layer_met1.png
Supply wires on this layer in grey.
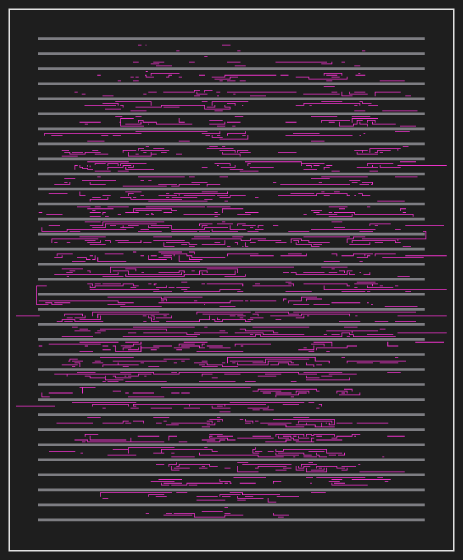
clocks.png
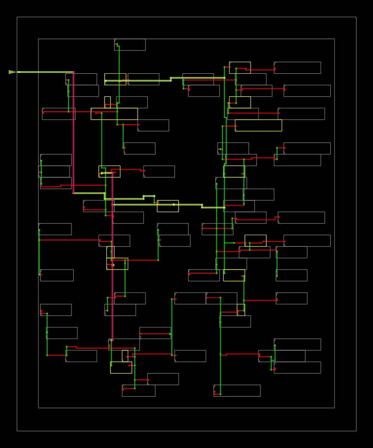
[src/rtl/uart_tx_serializer.sv]
// -----------------------------------------------------------------------------
// uart_tx_serializer
//
// Drains a synchronous first-word-fall-through byte FIFO and serializes each
// byte onto the UART TX line as one asynchronous frame:
//   start bit (0), 8 data bits LSB-first, optional parity, 1 or 2 stop bits (1).
// Bit period is (divisor + 1) clock cycles. The divisor and framing options are
// captured when a byte is popped, so they stay fixed for the whole frame.
// The next byte is popped in the last cycle of the previous frame's final stop
// bit, so back-to-back frames have no idle gap.
//
// Ports:
//   i_clk         clock
//   i_reset       synchronous, active-high reset
//   i_enable      permits popping a new byte (never aborts a frame)
//   i_divisor     bit period minus one, in i_clk cycles
//   i_parity_en   append a parity bit
//   i_parity_odd  1 = odd parity, 0 = even parity
//   i_two_stop    1 = two stop bits
//   i_fifo_empty  FIFO empty flag
//   i_fifo_data   FIFO head byte, valid while not empty
//   o_fifo_rd     pop strobe (combinational), FIFO advances on this edge
//   o_tx          serial output, idle high (registered)
//   o_busy        frame in progress (registered)
//   o_done        one-cycle pulse in the final cycle of the last stop bit
// -----------------------------------------------------------------------------
module uart_tx_serializer #(
    parameter int DW    = 8,
    parameter int DIV_W = 16
) (
    input  logic             i_clk,
    input  logic             i_reset,
    input  logic             i_enable,
    input  logic [DIV_W-1:0] i_divisor,
    input  logic             i_parity_en,
    input  logic             i_parity_odd,
    input  logic             i_two_stop,
    input  logic             i_fifo_empty,
    input  logic [DW-1:0]    i_fifo_data,
    output logic             o_fifo_rd,
    output logic             o_tx,
    output logic             o_busy,
    output logic             o_done
);

    typedef enum logic [2:0] {
        S_IDLE,
        S_START,
        S_DATA,
        S_PARITY,
        S_STOP
    } state_t;

    // Control state (reset)
    state_t           state_q, state_d;
    logic [DIV_W-1:0] cnt_q, cnt_d;
    logic             tx_q, tx_d;
    logic             busy_q, busy_d;
    logic             done_q, done_d;

    // Per-frame datapath (no reset needed)
    logic [DW-1:0]    shreg_q, shreg_d;
    logic [DW-1:0]    byte_q, byte_d;
    logic [DIV_W-1:0] div_q, div_d;
    logic             par_en_q, par_en_d;
    logic             par_odd_q, par_odd_d;
    logic             two_stop_q, two_stop_d;
    logic [2:0]       bit_idx_q, bit_idx_d;
    logic             stop_idx_q, stop_idx_d;

    logic             bit_end;
    logic             last_stop;
    logic             pop;
    logic             parity_d;

    assign bit_end   = (cnt_q == div_q);
    // Final cycle of the final stop bit: stop_idx reaches 1 only with two stop bits.
    assign last_stop = (state_q == S_STOP) && bit_end && (stop_idx_q == two_stop_q);
    assign pop       = i_enable & ~i_fifo_empty & ~i_reset &
                       ((state_q == S_IDLE) | last_stop);
    assign o_fifo_rd = pop;

    // Next-state logic
    always_comb begin
        // NOTE: every variable gets a default first so no path leaves it unassigned (no latches).
        state_d    = state_q;
        cnt_d      = (state_q == S_IDLE || bit_end) ? '0 : cnt_q + DIV_W'(1);
        shreg_d    = shreg_q;
        byte_d     = byte_q;
        div_d      = div_q;
        par_en_d   = par_en_q;
        par_odd_d  = par_odd_q;
        two_stop_d = two_stop_q;
        bit_idx_d  = bit_idx_q;
        stop_idx_d = stop_idx_q;

        case (state_q)
            S_START: begin
                if (bit_end) begin
                    state_d   = S_DATA;
                    bit_idx_d = '0;
                end
            end
            S_DATA: begin
                if (bit_end) begin
                    shreg_d   = shreg_q >> 1;
                    bit_idx_d = bit_idx_q + 3'd1;
                    if (bit_idx_q == 3'd7) begin
                        state_d    = par_en_q ? S_PARITY : S_STOP;
                        stop_idx_d = 1'b0;
                    end
                end
            end
            S_PARITY: begin
                if (bit_end) begin
                    state_d    = S_STOP;
                    stop_idx_d = 1'b0;
                end
            end
            S_STOP: begin
                if (bit_end) begin
                    if (stop_idx_q == two_stop_q) begin
                        state_d = S_IDLE;
                    end else begin
                        stop_idx_d = 1'b1;
                    end
                end
            end
            default: ;
        endcase

        // A pop (from IDLE or the last stop cycle) starts a fresh frame and
        // captures the byte plus all framing options for its whole duration.
        if (pop) begin
            state_d    = S_START;
            cnt_d      = '0;
            shreg_d    = i_fifo_data;
            byte_d     = i_fifo_data;
            div_d      = i_divisor;
            par_en_d   = i_parity_en;
            par_odd_d  = i_parity_odd;
            two_stop_d = i_two_stop;
        end
    end

    // Outputs are decoded from the next state and registered, so o_tx,
    // o_busy and o_done carry no combinational path from the inputs.
    always_comb begin
        parity_d = (^byte_d) ^ par_odd_d;
        case (state_d)
            S_START:  tx_d = 1'b0;
            S_DATA:   tx_d = shreg_d[0];
            S_PARITY: tx_d = parity_d;
            default:  tx_d = 1'b1;
        endcase
        busy_d = (state_d != S_IDLE);
        done_d = (state_d == S_STOP) && (cnt_d == div_d) && (stop_idx_d == two_stop_d);
    end

    // NOTE: sequential state uses non-blocking assignments so every register samples pre-edge values.
    always_ff @(posedge i_clk) begin
        if (i_reset) begin
            state_q <= S_IDLE;
            cnt_q   <= '0;
            tx_q    <= 1'b1;
            busy_q  <= 1'b0;
            done_q  <= 1'b0;
        end else begin
            state_q <= state_d;
            cnt_q   <= cnt_d;
            tx_q    <= tx_d;
            busy_q  <= busy_d;
            done_q  <= done_d;
        end
    end

    // NOTE: datapath registers are not reset; they are always loaded by a pop before being used.
    always_ff @(posedge i_clk) begin
        shreg_q    <= shreg_d;
        byte_q     <= byte_d;
        div_q      <= div_d;
        par_en_q   <= par_en_d;
        par_odd_q  <= par_odd_d;
        two_stop_q <= two_stop_d;
        bit_idx_q  <= bit_idx_d;
        stop_idx_q <= stop_idx_d;
    end

    assign o_tx   = tx_q;
    assign o_busy = busy_q;
    assign o_done = done_q;

endmodule

[config.mk]
export PLATFORM = sky130hd
export DESIGN_NAME = uart_tx_serializer
export DESIGN_NICKNAME = d
export VERILOG_FILES = /design/src/rtl/uart_tx_serializer.sv
export SDC_FILE = /design/constraint.sdc
export NUM_CORES = 1
export LEC_CHECK = 0
export CAP_MARGIN = 20
export CORE_ASPECT_RATIO = 1.25
export CORE_MARGIN = 5
export CORE_UTILIZATION = 50
export DETAILED_ROUTE_END_ITERATION = 12
export PLACE_DENSITY_LB_ADDON = 0.3
export REMOVE_ABC_BUFFERS = 1
export SETUP_SLACK_MARGIN = 0.1
export SYNTH_ARGS = -nofsm -noshare
export SYNTH_HDL_FRONTEND = slang
export SYNTH_SLANG_ARGS = --single-unit
[constraint.sdc]
create_clock -name i_clk -period 3 [get_ports i_clk]
set_clock_uncertainty 0.2 [all_clocks]
set_input_delay 0.6 -clock i_clk [delete_from_list [all_inputs] [get_ports i_clk]]
set_output_delay 0.6 -clock i_clk [all_outputs]
set_load 0.01 [all_outputs]
==> flow_metrics.rpt <==
PHYSICAL IMPLEMENTATION REPORT
----------------------------------------------------
[Critical path]
  Top Family by Delay on Critical Path ........................ simple AND/OR/NAND/NOR gates
  Worst reg2reg path endpoint ........................ o_done
  Cell depth of the worst flop-to-flop path ........................ 12
  Reg2reg setup slack ........................ -0.05 ns
  Worst setup path startpoint ........................ div_q[5]

[Power]
  Heaviest power group ........................ registers
  Net Switching ........................ a little over 600 uW
  Combinational fraction of design power ........................ 0.242
  Switching share of power ........................ 0.264

[CTS]
  Clock root buffer ........................ clkbuf_8
  Number of H-tree branching levels ........................ 3
  Clock tree from TritonCTS ........................ done
  Clock-pin slew of the registers on the worst-case setup and hold paths ........................ roughly 0.07 ns

[Yosys]
  Post-synthesis cell count ........................ roughly 340
  List of most frequent post-synthesis cells ........................ dfxtp_1, nand2_1, nor2_1, xnor2_1, xor2_1
  Syn. warnings ........................ 0
  Most used flip-flop cell after synthesis ........................ dfxtp_1
  Synthesized area per cell ........................ around 9.1 um2
  Portion of the post-synthesis area used by sequential elements ........................ 0.433

[Layout]
  Antenna diodes ........................ 0
  Post-route cell area ........................ 4150 um2

[STA]
  Minimum setup slack in the final design ........................ -0.0548 ns
  Final setup violating endpoints ........................ 1
  Post-layout minimum cycle time ........................ ~3.1 ns
  Min Hold Slack ........................ roughly 0.26 ns

[Place]
  Placement-stage cell area ........................ 3830 um2
  Port-buffer cells ........................ 34

[Global routing]
  First-pass GRT wire length ........................ ~12 mm
  Maximum number of pins on one net before global-route repair ........................ 21

[Route]
  Per-cell routed wire length ........................ approximately 14 um
  Detailed Route Iter0 Violations ........................ 84

[Flow run]
  Total tool warning count ........................ 27

[Floorplanning]
  Effective utilization at floorplan ........................ 0.505

[Run status]
  Violations in the final reports ........................ negative setup slack
  Result of the run ........................ finished with violations

----------------------------------------------------
Back to the opening pictures, layer_met1.png:
main direction	horizontal
longest straight run	33.1 um
share of all routed wire	42%
nets with wire on the layer	428
wire length on this layer	3020 um
global routing usage on met1: 0.227
vias: 2620
wire length after detailed routing: 7.20 mm

Back to the opening pictures, clocks.png:
clock group power: 796 uW
CTS Buf Count: 9
count of clock buffers in the final design: 11
final sequential cell count: 61

## state kept, by name, summed over array words and instances, names as in the netlist
| register | count |
|---|---|
| cnt_q | 16 |
| div_q | 16 |
| byte_q | 8 |
| shreg_q | 8 |
| bit_idx_q | 3 |
| state_q | 3 |
| o_busy | 1 |
| o_done | 1 |
| o_tx | 1 |
| par_en_q | 1 |
| par_odd_q | 1 |
| stop_idx_q | 1 |
| two_stop_q | 1 |
## cell type report
cell class / instances / area, um2
tap: 85 / 106
fill: 506 / 1930
timing repair buffer: 84 / 731
sequential: 61 / 1340
multi-input combinational: 250 / 1710
clock inverter: 5 / 73.8
clock buffer: 11 / 141
inverter: 14 / 52.6
Power is estimated from default activity; no workload was simulated.
